[config.mk]
export PLATFORM = sky130hd
export DESIGN_NAME = adc0804_responder
export DESIGN_NICKNAME = d
export VERILOG_FILES = /design/src/rtl/adc0804_responder_pkg.sv /design/src/rtl/adc_pin_sync.sv /design/src/rtl/adc0804_responder.sv
export SDC_FILE = /design/constraint.sdc
export NUM_CORES = 1
export LEC_CHECK = 0
export ABC_AREA = 1
export CAP_MARGIN = 20
export CORE_MARGIN = 2
export CORE_UTILIZATION = 47
export CTS_CLUSTER_SIZE = 30
export DETAILED_ROUTE_END_ITERATION = 10
export GPL_TIMING_DRIVEN = 0
export PLACE_DENSITY = 0.74
export SLEW_MARGIN = 20
export SYNTH_ARGS = -nofsm -noshare
export SYNTH_HDL_FRONTEND = slang
export SYNTH_SLANG_ARGS = --single-unit
[constraint.sdc]
create_clock -name i_clk_100MHz -period 1.27 [get_ports i_clk_100MHz]
set_input_delay 0.127 -clock i_clk_100MHz [delete_from_list [all_inputs] [get_ports i_clk_100MHz]]
set_output_delay 0.127 -clock i_clk_100MHz [all_outputs]
set_load 0.05 [all_outputs]
[src/rtl/adc0804_responder_pkg.sv]
// Shared types and constants for the ADC0804 responder.
package adc0804_responder_pkg;

    localparam int unsigned DATA_W = 8;
    localparam int unsigned CNT_W  = 8;

    localparam logic [DATA_W-1:0] RESET_DATA = 8'h00;

    // Converter handshake states
    typedef enum logic [1:0] {
        IDLE,
        ARMED,
        CONVERT,
        DONE
    } state_t;

endpackage

[src/rtl/adc_pin_sync.sv]
// Synchronizer for one asynchronous pin plus single-cycle edge pulses.
//   i_clk_100MHz  system clock
//   i_reset       synchronous, active-high reset
//   i_pin         asynchronous pin input
//   o_level       synchronized pin level (registered)
//   o_rise_c      combinational 1-cycle pulse on a synchronized rising edge
//   o_fall_c      combinational 1-cycle pulse on a synchronized falling edge
// RESET_VAL is the idle level of the pin, so leaving reset produces no
// spurious edge when the pin sits at its idle level.
module adc_pin_sync #(
    parameter int unsigned SYNC_STAGES = 2,
    parameter logic        RESET_VAL   = 1'b1
) (
    input  logic i_clk_100MHz,
    input  logic i_reset,
    input  logic i_pin,
    output logic o_level,
    output logic o_rise_c,
    output logic o_fall_c
);

    logic [SYNC_STAGES-1:0] sync_q;
    logic                   prev_q;

    // Synchronizer chain followed by the edge-detect history flop
    always_ff @(posedge i_clk_100MHz) begin
        if (i_reset) begin
            sync_q <= {SYNC_STAGES{RESET_VAL}};
            prev_q <= RESET_VAL;
        end else begin
            sync_q <= {sync_q[SYNC_STAGES-2:0], i_pin};
            prev_q <= sync_q[SYNC_STAGES-1];
        end
    end

    assign o_level  = sync_q[SYNC_STAGES-1];
    assign o_rise_c =  o_level & ~prev_q;
    assign o_fall_c = ~o_level &  prev_q;

endmodule

[src/rtl/adc0804_responder.sv]
// ADC0804 emulator: converter side of the CS_n/WR_n/RD_n/INTR_n handshake.
// A WR_n rising edge with CS_n low starts a conversion that lasts CONV_CLKS
// rising edges of i_adc_clk; INTR_n then goes low until the result is read.
//   i_clk_100MHz  system clock
//   i_reset       synchronous, active-high reset
//   i_adc_clk     conversion clock, asynchronous
//   i_cs_n        chip select, active low, asynchronous
//   i_wr_n        start strobe, active low, asynchronous
//   i_rd_n        read strobe, active low, asynchronous
//   i_sample      value captured at conversion start
//   o_intr_n      end-of-conversion flag, active low
//   o_adc_data    conversion result
//   o_data_oe     1 = top level drives o_adc_data onto the bus
//   o_busy        1 while a conversion is in progress
// Build option: define ADC_RESPONDER_RAMP_EN to replace i_sample with an
// internal ramp that advances on every completed conversion.
module adc0804_responder
    import adc0804_responder_pkg::*;
#(
    parameter int unsigned CONV_CLKS   = 66,
    parameter int unsigned SYNC_STAGES = 2
) (
    input  logic              i_clk_100MHz,
    input  logic              i_reset,
    input  logic              i_adc_clk,
    input  logic              i_cs_n,
    input  logic              i_wr_n,
    input  logic              i_rd_n,
    input  logic [DATA_W-1:0] i_sample,
    output logic              o_intr_n,
    output logic [DATA_W-1:0] o_adc_data,
    output logic              o_data_oe,
    output logic              o_busy
);

    logic adc_rise, cs_s, cs_rise, wr_s, wr_rise, wr_fall, rd_s, rd_fall;
    logic unused_adc_level, unused_adc_fall, unused_cs_fall, unused_rd_rise;

    adc_pin_sync #(.SYNC_STAGES(SYNC_STAGES), .RESET_VAL(1'b0)) u_sync_adc (
        .i_clk_100MHz (i_clk_100MHz),
        .i_reset      (i_reset),
        .i_pin        (i_adc_clk),
        .o_level      (unused_adc_level),
        .o_rise_c     (adc_rise),
        .o_fall_c     (unused_adc_fall)
    );

    adc_pin_sync #(.SYNC_STAGES(SYNC_STAGES), .RESET_VAL(1'b1)) u_sync_cs (
        .i_clk_100MHz (i_clk_100MHz),
        .i_reset      (i_reset),
        .i_pin        (i_cs_n),
        .o_level      (cs_s),
        .o_rise_c     (cs_rise),
        .o_fall_c     (unused_cs_fall)
    );

    adc_pin_sync #(.SYNC_STAGES(SYNC_STAGES), .RESET_VAL(1'b1)) u_sync_wr (
        .i_clk_100MHz (i_clk_100MHz),
        .i_reset      (i_reset),
        .i_pin        (i_wr_n),
        .o_level      (wr_s),
        .o_rise_c     (wr_rise),
        .o_fall_c     (wr_fall)
    );

    adc_pin_sync #(.SYNC_STAGES(SYNC_STAGES), .RESET_VAL(1'b1)) u_sync_rd (
        .i_clk_100MHz (i_clk_100MHz),
        .i_reset      (i_reset),
        .i_pin        (i_rd_n),
        .o_level      (rd_s),
        .o_rise_c     (unused_rd_rise),
        .o_fall_c     (rd_fall)
    );

    state_t              state_q, state_d;
    logic [CNT_W-1:0]    cnt_q, cnt_d;
    logic [DATA_W-1:0]   result_q, result_d;
    logic [DATA_W-1:0]   pend_q, pend_d;
    logic                intr_n_q, intr_n_d;
    logic                data_oe_q;
    logic                busy_q;
    logic                done_c;
    logic [DATA_W-1:0]   capture_c;

`ifdef ADC_RESPONDER_RAMP_EN
    logic [DATA_W-1:0] ramp_q;
    logic              unused_sample;

    assign unused_sample = ^i_sample;
    assign capture_c     = ramp_q;

    // Ramp advances only on completed conversions; aborts leave it alone
    always_ff @(posedge i_clk_100MHz) begin
        if (i_reset) begin
            ramp_q <= RESET_DATA;
        end else if (done_c) begin
            ramp_q <= ramp_q + DATA_W'(1);
        end
    end
`else
    assign capture_c = i_sample;
`endif

    // State and datapath registers
    always_ff @(posedge i_clk_100MHz) begin
        if (i_reset) begin
            state_q   <= IDLE;
            cnt_q     <= '0;
            result_q  <= RESET_DATA;
            pend_q    <= RESET_DATA;
            intr_n_q  <= 1'b1;
            data_oe_q <= 1'b0;
            busy_q    <= 1'b0;
        end else begin
            state_q   <= state_d;
            cnt_q     <= cnt_d;
            result_q  <= result_d;
            pend_q    <= pend_d;
            intr_n_q  <= intr_n_d;
            data_oe_q <= ~cs_s & ~rd_s;
            busy_q    <= (state_d == CONVERT);
        end
    end

    // Next-state and datapath update
    always_comb begin
        state_d  = state_q;
        cnt_d    = cnt_q;
        result_d = result_q;
        pend_d   = pend_q;
        intr_n_d = intr_n_q;
        done_c   = 1'b0;

        case (state_q)
            IDLE: begin
                if (!cs_s && !wr_s) begin
                    state_d = ARMED;
                end
            end

            ARMED: begin
                if (wr_rise && !cs_s) begin
                    state_d = CONVERT;
                    pend_d  = capture_c;
                    cnt_d   = '0;
                end else if (cs_rise) begin
                    state_d = IDLE;
                end
            end

            CONVERT: begin
                if (wr_fall && !cs_s) begin
                    // Restart: drop this conversion, keep the old result
                    state_d = ARMED;
                end else if (adc_rise) begin
                    if (cnt_q < CNT_W'(CONV_CLKS)) begin
                        cnt_d = cnt_q + CNT_W'(1);
                    end
                    if (cnt_q == CNT_W'(CONV_CLKS - 1)) begin
                        result_d = pend_q;
                        intr_n_d = 1'b0;
                        state_d  = DONE;
                        done_c   = 1'b1;
                    end
                end
            end

            DONE: begin
                if (!cs_s && rd_fall) begin
                    intr_n_d = 1'b1;
                    state_d  = IDLE;
                end else if (!cs_s && wr_fall) begin
                    intr_n_d = 1'b1;
                    state_d  = ARMED;
                end
            end

            default: begin
                state_d = IDLE;
            end
        endcase
    end

    assign o_intr_n   = intr_n_q;
    assign o_adc_data = result_q;
    assign o_data_oe  = data_oe_q;
    assign o_busy     = busy_q;

endmodule

### M2 wires, run 1

Scale bar: 20 µm.
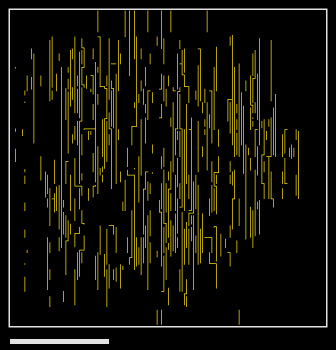
nets with wire on the layer	221
main direction	vertical
Post-Route WL: 3700 µm
vias post-DR: 1480
grt met2 use: 30.4%

### I/O nets highlighted, run 1

Scale bar: 20 µm.
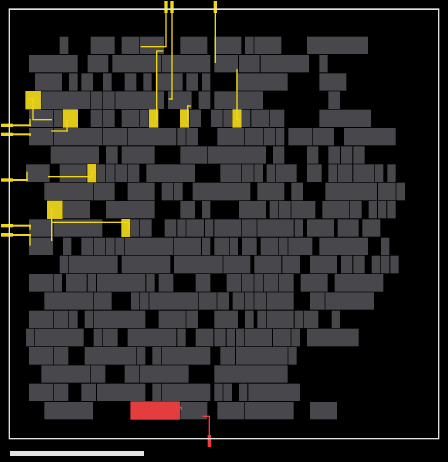
color	port	bits	direction	end cells	buffers	wire
yellow	i_sample	8	input	8	8	103 µm
red	o_data_oe	1	output	1	1	4.60 µm

### Metal 3, run 1

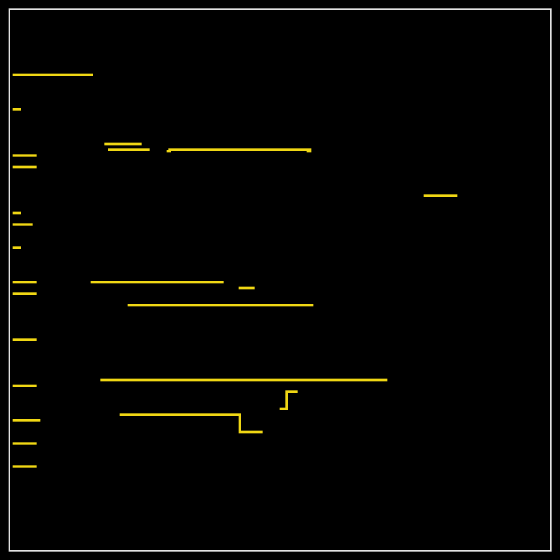
nets with wire on the layer	21
share of all routed wire	4.4%
wire length on this layer	161 µm
main direction	horizontal
longest straight run	33.6 µm

==> flow_summary.yaml, run 1 <==
# yosys + openroad results
run_status:
  run_status: "finished with violations"
  failed_checks: "negative setup slack"
worst_setup_path:
  end_kind: "register"
  path_depth: 9
  cpLargestDelayFamily: "simple AND/OR/NAND/NOR gates"
  cp_max_fo: 5
  reg2reg_from: "cnt_q[1]"
  cp-endpoint: "state_q[0]"
  r2r-end: "state_q[0]"
  slowest_stage: "dfxtp_4"
  setup.worst_path.start_class: "register"
  critPathBufInv: 3
  regToRegSetupSlack_ns: -0.02
  critPathMaxStageDelay_ns: 0.38
  r2r_cells: 9
  worst_path_most_repeated_cell: "inv_2"
  crit_chain: "inv_2 -> ha_2 -> nand3_2 -> nor2_4 -> buf_6 -> nand2_2 -> nand4_4 -> inv_2 -> nor2_2"
  required_ns: 1.56
logic_synthesis:
  top_cell: "dfxtp_1"
  ys_warn_count: 0
  yosys_area_um2: 1680
  synth-main-ff-cell: "dfxtp_1"
  synth_cell_types: 25
  netlist_top_cells_count: "41 x dfxtp_1, 39 x nand2_1, 34 x nor2_1, 24 x nand3_1, 15 x a21oi_1"
  synth-seq-cells: 41
  synthAdderAreaFrac_pct: 1.49
  synth.logic.top_family: "simple AND/OR/NAND/NOR gates"
  edf_count: 0
  simple_gate_share_pct: 33.6
  area_leaders: "dfxtp_1 49%, nand2_1 8.7%, nor2_1 7.6%"
  synthCells: 215
  synth-xor-area-share_pct: 1.57
  netlist_area_um2: 1680
  fp_nets: 231
cells_and_area:
  logic_gate_count: 149
  synthToLayoutAreaGrowth_pct: 40.3
  buf_share_pct: 14.1
  area.combinational_um2: 946
  num-nonclk-buffers: 35
  n_all_inverters: 20
  fin_util_pct: 69.4
  fillers: 250
  final_nets: 268
  largest_class: "logic gates"
  sh_comb_area_pct: 40.2
  design.seq.count: 41
  clock_cell_area_share_pct: 3.77
  mostFrequentLayoutCell: "dfxtp_1"
  design_area_um2: 2350
  fin_cells: 299
  final_cell_mix: "31 x dfxtp_1, 27 x nand2_1, 26 x nor2_1, 20 x nand3_1, 12 x clkdlybuf4s50_1"
  nClkBuffers: 6
drt:
  viasPerCell: 4.95
  drt_iter0_markers: 103
  drc_errors: 0
  firstDrtPassIters: 4
  met3_length_um: 161
  met1_length_um: 1620
  wl_per_cell_um: 12.4
die:
  nWellTaps: 46
  die_h_um: 63.8
  initCoreUtil_pct: 49.5
  die_area_um2: 4060
  rows: 21
pwr:
  top_power_group: "registers"
  power.switching_mw: 0.490
  p_leak_nw: 0.896
  sw_frac_of_total_pct: 21.2
  vdd_ir_drop_max_mv: 0.798
  powerDensity_nw_per_um2: 982
  pg_comb_mw: 0.110
  pwr-share-clk_pct: 38.6
  p_seq_mw: 1.31
  pwr-share-comb_pct: 4.8
  p_seq_share_pct: 56.6
  power_mw: 2.31
clock_network:
  cts_buffer_depth: 2
  clkSlewWorstSetupHoldPaths_ns: 0.12
  cts.sinks: 41
  cts_tree: "built"
  htreeDepth: 2
  hold_buffers: 0
  cts_resized: 59
  cts_root_buffer: "clkbuf_4"
  numCtsBuffers: 5
final_timing:
  slew_viol_final: 0
  fin_skew_ns: 0.00646
  rsz0062_at_grt: "true"
  setup_viol: 4
  worstMarginPinSlew_ns: 0.601
  tns_ns: -0.0380
  finalClockPeriodUsage_pct: 102
  relSlewSlack_pct: 59.9
  hold_viol: 0
  max_freq_mhz: 773
  fin_ws_ns: -0.0234
global_route:
  use_met1_pct: 26.2
  busiest_layer: "met2"
  grt_pass1_vias: 1353
  grt_max_degree: 14
  grt_usage_pct: 19.4
  grt_use_met3_pct: 4.75
  antenna_found_initial: 0
  overflow: 0
place:
  pre_cts_slack_ns: -0.0999
  place_inst: 284
  gp_congestion: 0.831
  port_buffers: 23
  place_hpwl_um: 2260
  postPlaceCellArea_um2: 1970
min_path:
  min_to: "u_sync_rd.sync_q[1]"
  min_path_cells: 2
flow_run:
  maxCapViolCount: 0
### Routing congestion map, run 1

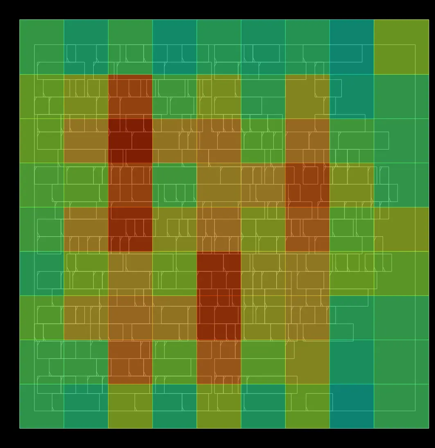

## Run 2: what changed since run 1
--- a/config.mk
+++ b/config.mk
@@ -13,7 +13,9 @@
 export DETAILED_ROUTE_END_ITERATION = 10
 export GPL_TIMING_DRIVEN = 0
 export PLACE_DENSITY = 0.74
+export RECOVER_POWER = 100
 export SLEW_MARGIN = 20
 export SYNTH_ARGS = -nofsm -noshare
 export SYNTH_HDL_FRONTEND = slang
 export SYNTH_SLANG_ARGS = --single-unit
+export TNS_END_PERCENT = 100
### Routing congestion map, run 2

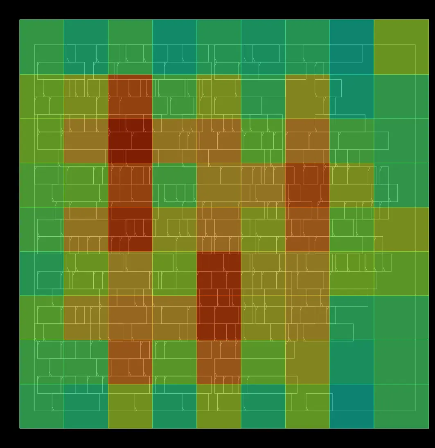
Tot GR Track Use: 19.4%
M1 GR Usage: 26.2%

### I/O nets highlighted, run 2

Scale bar: 20 µm.
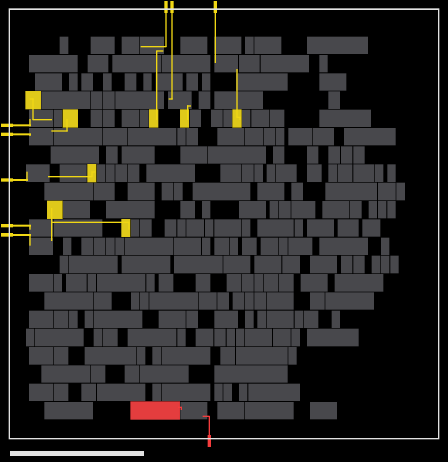
color	port	bits	direction	end cells	buffers	wire
yellow	i_sample	8	input	8	8	103 µm
red	o_data_oe	1	output	1	1	4.60 µm

==> run 2 against run 1 <==
The run still ends with negative setup slack left. Non-clock buffer count unchanged. Worst setup slack worse by 0.0029 ns. Utilization is 0.11 points lower. Synthesized cell count unchanged. Critical endpoint unchanged. Largest cell class unchanged.
==> flow_summary.yaml, run 2 <==
# yosys + openroad results
run_status:
  run_status: "finished with violations"
  failed_checks: "negative setup slack"
final_timing:
  slew_viol_final: 0
  fin_ws_ns: -0.0262
  relSlewSlack_pct: 59.5
  hold_viol: 0
  fin_skew_ns: 0.00422
  max_freq_mhz: 771
  setup_viol: 3
  rsz0062_at_grt: "true"
  finalClockPeriodUsage_pct: 102
global_route:
  grt_pass1_vias: 1353
  antenna_found_initial: 0
  busiest_layer: "met2"
  grt_max_degree: 14
  overflow: 0
  grt_util_met2_pct: 30.4
  grt_use_met3_pct: 4.75
cells_and_area:
  logic_gate_count: 149
  buf_share_pct: 14.2
  design_area_um2: 2350
  mostFrequentLayoutCell: "dfxtp_1"
  sh_comb_area_pct: 40.3
  design.seq.count: 41
  nClkBuffers: 6
  largest_class: "logic gates"
  synthToLayoutAreaGrowth_pct: 40.0
  final_cell_mix: "32 x dfxtp_1, 27 x nand2_1, 26 x nor2_1, 20 x nand3_1"
  num-nonclk-buffers: 35
  fillers: 252
  n_all_inverters: 20
  final_nets: 268
  clock_cell_area_share_pct: 3.78
worst_setup_path:
  path_depth: 9
  required_ns: 1.56
  critPathMaxStageDelay_ns: 0.38
  worst_path_most_repeated_cell: "inv_2"
  r2r_cells: 9
  slowest_stage: "dfxtp_4"
  cpLargestDelayFamily: "simple AND/OR/NAND/NOR gates"
  regToRegSetupSlack_ns: -0.03
  end_kind: "register"
  cp_max_fo: 5
  critPathBufInv: 3
  crit_chain: "inv_2 -> ha_2 -> nand3_2 -> nor2_4 -> buf_6 -> nand2_2 -> nand4_4 -> inv_2 -> nor2_2"
  reg2reg_from: "cnt_q[1]"
place:
  gp_congestion: 0.831
  port_buffers: 23
  postPlaceCellArea_um2: 1970
  place_hpwl_um: 2260
logic_synthesis:
  netlist_top_cells_count: "41 x dfxtp_1, 39 x nand2_1, 34 x nor2_1, 24 x nand3_1, 15 x a21oi_1"
  simple_gate_share_pct: 33.6
  area_leaders: "dfxtp_1 49%, nand2_1 8.7%, nor2_1 7.6%"
  synthAdderAreaFrac_pct: 1.49
  synth_cell_types: 25
  synth-xor-area-share_pct: 1.57
  top_cell: "dfxtp_1"
  synth-seq-cells: 41
  edf_count: 0
  synth.logic.top_family: "simple AND/OR/NAND/NOR gates"
  yosysTopAreaCellShare_pct: 48.9
  fp_nets: 231
  synthCells: 215
  ys_warn_count: 0
  yosys_area_um2: 1680
  netlist_area_um2: 1680
drt:
  met3_length_um: 166
  drt_iter0_markers: 105
  wl_per_cell_um: 12.5
  met1_length_um: 1640
  viasPerCell: 4.98
  firstDrtPassIters: 4
  drc_errors: 0
min_path:
  min_to: "u_sync_rd.sync_q[1]"
  min_path_cells: 2
pwr:
  power.switching_mw: 0.495
  p_seq_share_pct: 56.6
  vdd_ir_drop_max_mv: 0.797
  p_leak_nw: 0.899
  power_mw: 2.31
  pg_comb_mw: 0.108
  p_seq_mw: 1.31
  pwr-share-comb_pct: 4.7
  pwr-share-clk_pct: 38.8
clock_network:
  numCtsBuffers: 5
  clkSlewWorstSetupHoldPaths_ns: 0.12
  cts_resized: 59
  cts_tree: "built"
  htreeDepth: 2
  hold_buffers: 0
die:
  die_area_um2: 4060
  rows: 21
  die_h_um: 63.8
  nWellTaps: 46
flow_run:
  maxCapViolCount: 0
### Metal 3, run 2

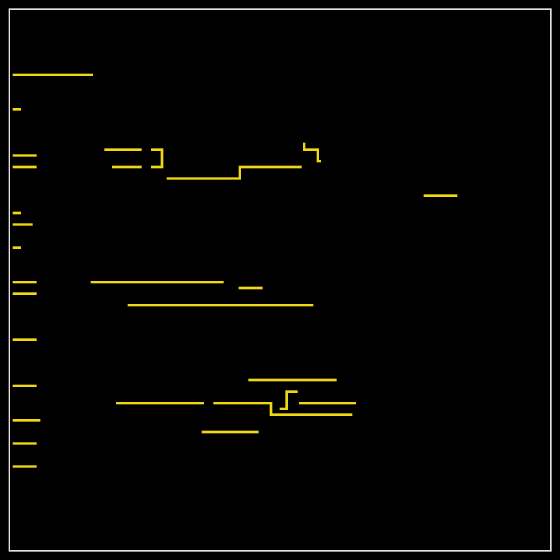
vias post-DR: 1489
Post-Route WL: 3730 µm

No activity file was given, so power comes from the tool's default toggle rates.
